### config.mk
export PLATFORM = sky130hd
export DESIGN_NAME = seven_segment_scan_driver
export DESIGN_NICKNAME = d
export VERILOG_FILES = /design/src/rtl/seven_segment_scan_driver.sv
export SDC_FILE = /design/constraint.sdc
export NUM_CORES = 1
export LEC_CHECK = 0
export CAP_MARGIN = 20
export CORE_MARGIN = 1
export CORE_UTILIZATION = 45
export DETAILED_ROUTE_END_ITERATION = 8
export PLACE_DENSITY_LB_ADDON = 0.05
export SYNTH_ARGS = -nofsm -noshare
export SYNTH_HDL_FRONTEND = slang
export SYNTH_SLANG_ARGS = --single-unit
### constraint.sdc
create_clock -name displayClock -period 1.7 [get_ports displayClock]
set_input_delay 0.34 -clock displayClock [delete_from_list [all_inputs] [get_ports displayClock]]
set_output_delay 0.34 -clock displayClock [all_outputs]
set_load 0.03 [all_outputs]
### src/rtl/seven_segment_scan_driver.sv
`default_nettype none
// seven_segment_scan_driver: multiplexed common-anode 7-segment driver with PWM, DP/blank and frame-synchronous shadow load.
// Optional feature macro: SEVEN_SEGMENT_LEADING_ZERO_BLANK_EN (automatic leading-zero blanking).
module seven_segment_scan_driver #(
  parameter int DIGITS       = 4,
  parameter int SCAN_DIVIDER = 1000
) (
  input  logic                displayClock,
  input  logic                resetN,
  input  logic [4*DIGITS-1:0] digitData,
  input  logic [DIGITS-1:0]   decimalPoints,
  input  logic [DIGITS-1:0]   digitBlank,
  input  logic                loadStrobe,
  input  logic [3:0]          brightness,
  output logic [DIGITS-1:0]   sevenSegmentEnable,
  output logic [7:0]          sevenSegmentData,
  output logic                frameStart,
  output logic                loadPending
);
  localparam int c_CNT_W  = $clog2(SCAN_DIVIDER);
  localparam int c_IDX_W  = (DIGITS > 1) ? $clog2(DIGITS) : 1;
  localparam int c_DUTY_W = 4 + c_CNT_W + 1;
  localparam logic [c_CNT_W-1:0] c_LAST_CNT = c_CNT_W'(SCAN_DIVIDER - 1);
  localparam logic [c_IDX_W-1:0] c_LAST_IDX = c_IDX_W'(DIGITS - 1);

  logic [c_CNT_W-1:0]     slotCount_q, slotCount_d;
  logic [c_IDX_W-1:0]     digitIndex_q, digitIndex_d;
  logic [DIGITS-1:0][3:0] shadowNib_q;
  logic [DIGITS-1:0]      shadowDp_q, shadowBlank_q;
  logic                   loadPending_q, loadPending_d;
  logic                   wrapped_q, frameStart_q;
  logic [DIGITS-1:0]      enable_q, enable_d;
  logic [7:0]             data_q, data_d;

  logic                   w_terminal, w_boundary, w_doLoad;
  logic [DIGITS-1:0]      w_blankEff;
  logic [c_DUTY_W-1:0]    w_dutyLimit;

  function automatic logic [7:0] decode(input logic [3:0] v);
    case (v)
      4'h0: return 8'h11;  4'h1: return 8'hD7;  4'h2: return 8'h32;  4'h3: return 8'h92;
      4'h4: return 8'hD4;  4'h5: return 8'h98;  4'h6: return 8'h18;  4'h7: return 8'hD3;
      4'h8: return 8'h10;  4'h9: return 8'h90;  4'hA: return 8'h50;  4'hB: return 8'h1C;
      4'hC: return 8'h39;  4'hD: return 8'h16;  4'hE: return 8'h38;  default: return 8'h78;
    endcase
  endfunction

  always_comb begin
    w_terminal    = (slotCount_q == c_LAST_CNT);
    w_boundary    = w_terminal && (digitIndex_q == c_LAST_IDX);
    w_doLoad      = w_boundary && (loadPending_q || loadStrobe);
    loadPending_d = w_doLoad ? 1'b0 : (loadPending_q || loadStrobe);
    slotCount_d   = w_terminal ? '0 : slotCount_q + 1'b1;
    digitIndex_d  = digitIndex_q;
    if (w_terminal)
      digitIndex_d = (digitIndex_q == c_LAST_IDX) ? '0 : digitIndex_q + 1'b1;
  end

  always_comb begin : p_blank
`ifdef SEVEN_SEGMENT_LEADING_ZERO_BLANK_EN
    logic higherZero;
`endif
    w_blankEff = shadowBlank_q;
`ifdef SEVEN_SEGMENT_LEADING_ZERO_BLANK_EN
    // Walk from the most-significant digit down; digit 0 is never auto-blanked.
    higherZero = 1'b1;
    for (int i = DIGITS - 1; i >= 1; i--) begin
      if (higherZero && (shadowNib_q[i] == 4'h0) && !shadowDp_q[i])
        w_blankEff[i] = 1'b1;
      higherZero = higherZero && ((shadowNib_q[i] == 4'h0) || shadowBlank_q[i]);
    end
`endif
  end

  always_comb begin
    w_dutyLimit = ((c_DUTY_W'(brightness) + c_DUTY_W'(1)) * c_DUTY_W'(SCAN_DIVIDER)) >> 4;
    data_d      = 8'hFF;
    if (!w_blankEff[digitIndex_q])
      data_d = decode(shadowNib_q[digitIndex_q]) & (shadowDp_q[digitIndex_q] ? 8'hEF : 8'hFF);
    enable_d = '1;
    // Slot count 0 is the first cycle on a new digit: keep all anodes off to avoid ghosting.
    if (!w_blankEff[digitIndex_q] && (slotCount_q != '0) &&
        ({{(c_DUTY_W - c_CNT_W){1'b0}}, slotCount_q} < w_dutyLimit))
      enable_d[digitIndex_q] = 1'b0;
  end

  always_ff @(posedge displayClock or negedge resetN) begin
    if (!resetN) begin
      slotCount_q   <= '0;
      digitIndex_q  <= '0;
      shadowNib_q   <= '0;
      shadowDp_q    <= '0;
      shadowBlank_q <= '1;
      loadPending_q <= 1'b0;
      wrapped_q     <= 1'b0;
      frameStart_q  <= 1'b0;
      enable_q      <= '1;
      data_q        <= 8'hFF;
    end else begin
      slotCount_q   <= slotCount_d;
      digitIndex_q  <= digitIndex_d;
      loadPending_q <= loadPending_d;
      wrapped_q     <= w_boundary;
      frameStart_q  <= wrapped_q;
      enable_q      <= enable_d;
      data_q        <= data_d;
      if (w_doLoad) begin
        shadowNib_q   <= digitData;
        shadowDp_q    <= decimalPoints;
        shadowBlank_q <= digitBlank;
      end
    end
  end

  assign sevenSegmentEnable = enable_q;
  assign sevenSegmentData   = data_q;
  assign frameStart         = frameStart_q;
  assign loadPending        = loadPending_q;
endmodule
`default_nettype wire

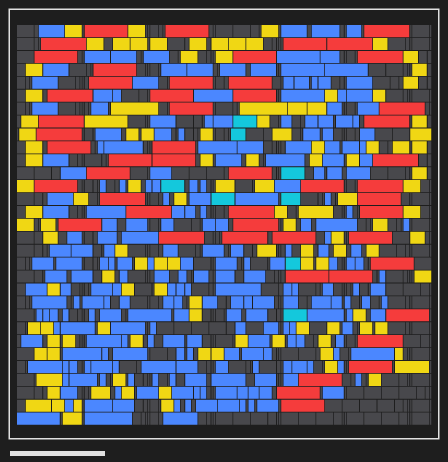
**Above:** run 1 (cell classes on the final placement).
The bar under the picture is 20 um long. Fill, decap, tap and diode cells in gray.
Key: clock drivers and dummy loads = cyan [cells 8]; remaining logic cells = blue [cells 247]; sequential cells = red [cells 51]; remaining buffers and delay cells = yellow [cells 116]
summed area of non-filler cells in the final layout: 0.00504 sq mm
core region area: 0.00737 sq mm
number of rows created at floorplan: 31
proportion of cell area occupied by registers: 25.8%

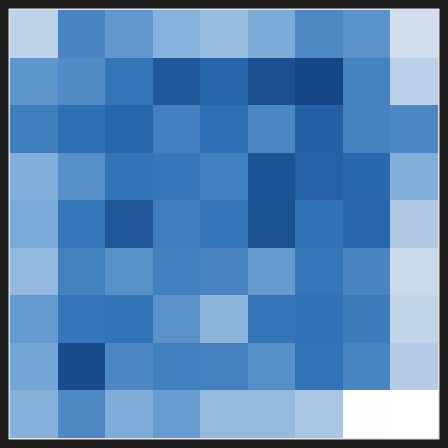
**Above:** run 1 (cell density map).
The die is cut into 9 by 9 equal tiles; white is low, dark blue is high, 0 to 100% covered.
The emptiest ninth of the die: bottom right. 2.5% of the tiles are nearly empty. The densest ninth of the die: middle. The fullest tile reaches 91%.
final core occ: 68.4%
pre-placement core utilization: 47.4%

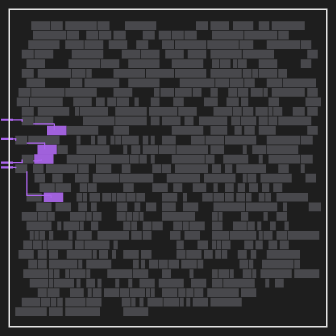
**Above:** run 1 (I/O nets highlighted).
Key: `decimalPoints` = purple [bits 4, direction input, edge left, end cells 4, buffers 4, wire 41.8 um]
port buffer count: 44
top-level port count: 45

[run 1: cells in the mapped netlist (all sizes together) (2+ instances only)]
cell,count,area share [%]
a211oi,2,0.43
a21o,3,0.64
a21oi,10,1.4
and2,4,0.79
buf,4,1.3
dfrtp,35,25
dfstp,16,12
fa,10,5.7
ha,42,15
inv,36,3.9
mux2,26,11
mux2i,3,0.86
mux4,5,3.3
nand2,12,1.3
nand2b,4,0.72
nand3,9,1.3
nand4,4,0.90
nor2,18,2.0
nor2b,2,0.36
nor3,2,0.29
nor4,2,0.36
o211ai,5,1.1
o21ai,14,2.0
o221ai,3,0.75
o22ai,2,0.36
xnor2,9,2.3
xor2,7,1.8
[run 1: sequential cells by signal (all words and copies together) (netlist names)]
name,count
digitIndex_q,2
frameStart,1
loadPending,1
sevenSegmentData,8
sevenSegmentEnable,4
shadowBlank_q,4
shadowDp_q,4
shadowNib_q,16
slotCount_q,10
wrapped_q,1
[run 1: worst max path at each step]
stage,cells after the start,end,slack [ps],from
after floorplan,17,sevenSegmentEnable[0],-2200,brightness[0]
after global placement,17,sevenSegmentEnable[3],-2920,brightness[0]
after detailed placement,17,sevenSegmentEnable[2],-3050,brightness[0]
after CTS,18,sevenSegmentEnable[2],-2150,brightness[1]
after global routing,18,sevenSegmentEnable[2],-2360,brightness[1]
final,17,sevenSegmentEnable[3],-2160,brightness[1]
[run 1: stage by stage]
step                      setup WS [ps]  utilization [%]  hold slack, ps  total power [mW]
after floorplan                   -2200                -            44.4              2.22
after CTS                         -2150             67.4            2.08              3.76
after global placement            -2920             62.6             331              2.76
after detailed placement          -3050             62.6             346              2.79
final                             -2160             68.4           -3.61              3.77
after global routing              -2360             68.4            4.34              4.09
==> Implementation_results.wiki, run 1 <==
== Run summary ==
{| class="wikitable"
! Metric !! Value
|-
| Detailed Route Iter0 Violations || 63
|-
| XOR/XNOR Fraction of Synth Area || 4.01%
|-
| Final worst path period share || 227%
|-
| MUX area fraction || 14.7%
|-
| Antenna violations before repair || 0
|-
| Largest area class, layout || logic gates
|-
| Yosys stat chip area || 0.00349 sq mm
|-
| Per-cell via count in the routed design || 5.00
|-
| Number of iterations in the first detailed-routing pass || 4
|-
| Bufs on Longest Clock Path || 2
|-
| Flip-flops with a built-in enable || 0
|-
| Run status || finished with violations
|-
| Setup slack after layout || -2160 ps
|-
| Main power-consuming group || combinational cells
|-
| Mapped Area || 0.00349 sq mm
|-
| Number of diodes || 0
|-
| Final hold violation count || 7
|-
| Post-DP Area || 0.00462 sq mm
|-
| DIE WIDTH || 90.1 um
|-
| Hold-fix buffers, CTS || 0
|-
| Max Fanout on Critical Path || 5
|-
| Mapped Avg Cell Area || 11.5 sq um
|-
| Sequential area share after synthesis || 37.1%
|-
| P_int || 2.48 mW
|-
| Data arrival time of the worst path || 4090 ps
|-
| Vertical die size || 90.1 um
|-
| F_max || 259 MHz
|-
| Crit path launch type || input port
|-
| Worst hold slack || -3.61 ps
|-
| Total die size || 0.00812 sq mm
|-
| DRC violation count after routing || 0
|-
| Violated checks || negative hold slack, negative setup slack
|-
| Internal reg-to-reg setup slack || -160 ps
|-
| CP max-delay cell || sky130_fd_sc_hd__fa_2
|-
| Count of warning messages emitted by the tools || 43
|-
| Final sequential cell count || 51
|-
| Peak supply drop || 510 uV
|-
| Clock group total power || 0.763 mW
|-
| Layout overhead on the synthesized area || 44.2%
|-
| Logic pwr share || 47.3%
|-
| Dominant kind of combinational cell || adder cells
|-
| Signal buf overhead || 21.5%
|-
| Post-Route WL || 7.49 mm
|-
| Transition at the pin with the smallest max-transition slack || 342 ps
|-
| Weighted congestion at the end of routability-driven global placement || 0.788
|-
| Synthesis warning total || 0
|-
| Setup-failing EPs final || 35
|-
| Total track usage || 20.0%
|}
--- run 2 (diff from run 1) ---
--- a/config.mk
+++ b/config.mk
@@ -6,9 +6,10 @@
 export NUM_CORES = 1
 export LEC_CHECK = 0
 export CAP_MARGIN = 20
-export CORE_MARGIN = 1
+export CORE_MARGIN = 2
 export CORE_UTILIZATION = 45
 export DETAILED_ROUTE_END_ITERATION = 8
+export GPL_TIMING_DRIVEN = 0
 export PLACE_DENSITY_LB_ADDON = 0.05
 export SYNTH_ARGS = -nofsm -noshare
 export SYNTH_HDL_FRONTEND = slang
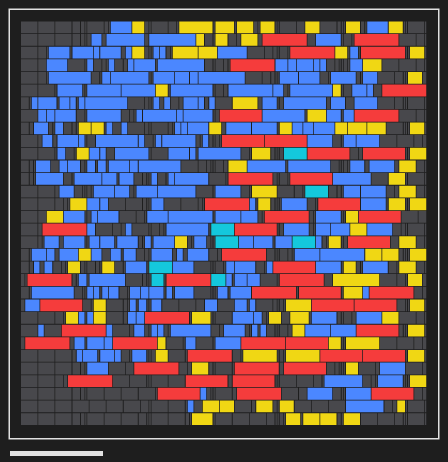
**Above:** run 2 (cell classes on the final placement).
The bar under the picture is 20 um long. Fill, decap, tap and diode cells in gray.
Key: remaining buffers and delay cells = yellow [cells 90]; remaining logic cells = blue [cells 247]; sequential cells = red [cells 51]; clock drivers and dummy loads = cyan [cells 8]

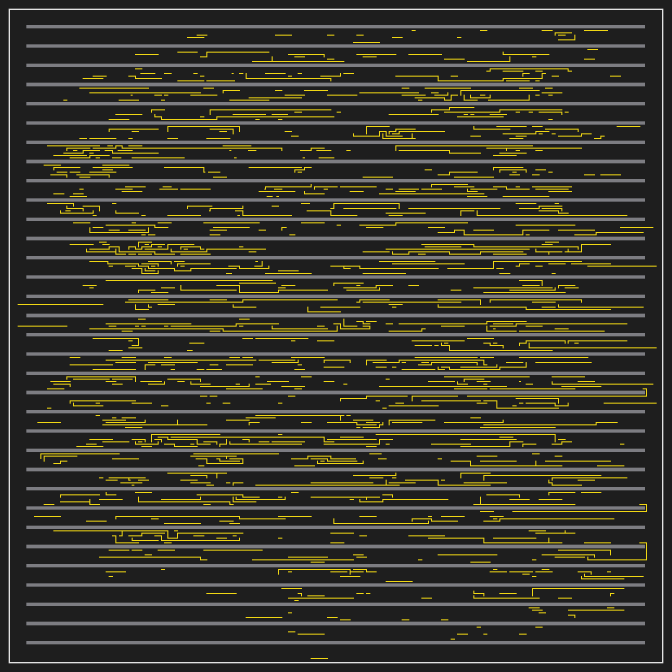
**Above:** run 2 (signal wires on met1).
Supply wires on this layer in gray.
The layer holds 45% of the routed length. The longest straight run is 25.3 um.

==> Implementation_results.wiki, run 2 <==
== Run summary ==
{| class="wikitable"
! Metric !! Value
|-
| Final worst path period share || 233%
|-
| Weighted congestion at the end of routability-driven global placement || 0.777
|-
| Setup slack after layout || -2260 ps
|-
| Total die size || 0.00849 sq mm
|-
| DRC violation count after routing || 0
|-
| Sequential area share after synthesis || 37.1%
|-
| Final core occ || 65.8%
|-
| XOR/XNOR Fraction of Synth Area || 4.01%
|-
| Layout overhead on the synthesized area || 43.3%
|-
| Dominant kind of combinational cell || adder cells
|-
| Flip-flop count of the largest register, all copies and words added || 16
|-
| Main power-consuming group || combinational cells
|-
| Peak supply drop || 697 uV
|-
| P_int || 2.47 mW
|-
| Start point of the critical path || brightness[0]
|-
| Max Fanout on Critical Path || 4
|-
| MUX area fraction || 14.7%
|-
| Total Power Consumption || 3.78 mW
|-
| Antenna violations before repair || 0
|-
| F_max || 253 MHz
|-
| DP Worst Slack || -3540 ps
|-
| Hold-fix buffers, CTS || 0
|-
| Post-synth top cells || sky130_fd_sc_hd__ha_1 (42), sky130_fd_sc_hd__inv_1 (36), sky130_fd_sc_hd__dfrtp_1 (35)
|-
| Run status || finished with violations
|-
| Number of iterations in the first detailed-routing pass || 4
|-
| Total track usage || 19.7%
|-
| Post-Route WL || 7.91 mm
|-
| Count of warning messages emitted by the tools || 43
|-
| Final hold violation count || 0
|-
| Logic pwr share || 47.9%
|-
| Data arrival time of the worst path || 4160 ps
|-
| Setup-failing EPs final || 32
|-
| Synthesis warning total || 0
|-
| Internal reg-to-reg setup slack || -180 ps
|-
| Synth top cell by count || sky130_fd_sc_hd__ha_1
|-
| Vertical die size || 92.1 um
|-
| Port buffer count || 44
|-
| DIE WIDTH || 92.1 um
|-
| Violated checks || negative setup slack
|-
| Cell depth of the worst setup path || 17
|-
| Bufs on Longest Clock Path || 2
|-
| Number of rows created at floorplan || 32
|-
| Per-cell via count in the routed design || 5.06
|-
| Detailed Route Iter0 Violations || 72
|-
| Clock group total power || 0.753 mW
|}
run 2: cell families (layout without fill, tap and decap cells):
family | count (synthesis) | count (layout)
flip-flops | 51 | 51
AND/OR/NAND/NOR | 62 | 62
XOR/XNOR | 16 | 16
AND-OR/OR-AND | 47 | 47
multiplexers | 34 | 34
buffers and inverters | 41 | 134
adder cells (fa/ha/maj) | 52 | 52
run 2: worst register-to-register path: cells and delay by family (launching register included):
kind / cells / cell delay (ps)
adders and majority gates: 1 / 350
DFF: 1 / 500
AOI/OAI and AO/OA: 5 / 940
run 2: stage by stage:
stage	cell area [sq um]	hold slack (ps)
finish	5010	7.72
global placement	4190	335
floorplan	3620	44.4
detailed placement	4210	336
global route	5010	42.6
CTS	4860	24.8
run 2: routing by layer:
layer,up-vias,track usage (%)
li1,1236,-
met1,1242,26.3
met2,37,33.9
met3,6,3.20
met4,0,3.98
met5,-,0
run 2: how the worst max path moves through the flow:
stage,to,slack (ps)
finish,sevenSegmentEnable[2],-2260
global route,sevenSegmentEnable[3],-2390
CTS,sevenSegmentEnable[0],-2280
detailed placement,sevenSegmentEnable[0],-3540
global placement,sevenSegmentEnable[0],-3530
floorplan,sevenSegmentEnable[0],-2200
run 2: what timing repair did:
item | CTS | global route
pin swaps | 23 | 27
setup endpoints to repair | 50 | 42
endpoints found under the hold margin | 0 | 0
cloned | 3 | 0
buffers inserted | 30 | 10
gates resized | 100 | 27
run 2: cell type report:
class                   instances  area share [%]
well taps                     102            2.55
flip-flops and latches         51            26.2
multi-input cells             211            48.6
plain buffers                   4            1.02
clock buffers                   6            1.65
clock inverters                 2           0.325
inverters                      36            2.90
repair buffers                 86            16.8
Power and IR drop assume default switching activity.
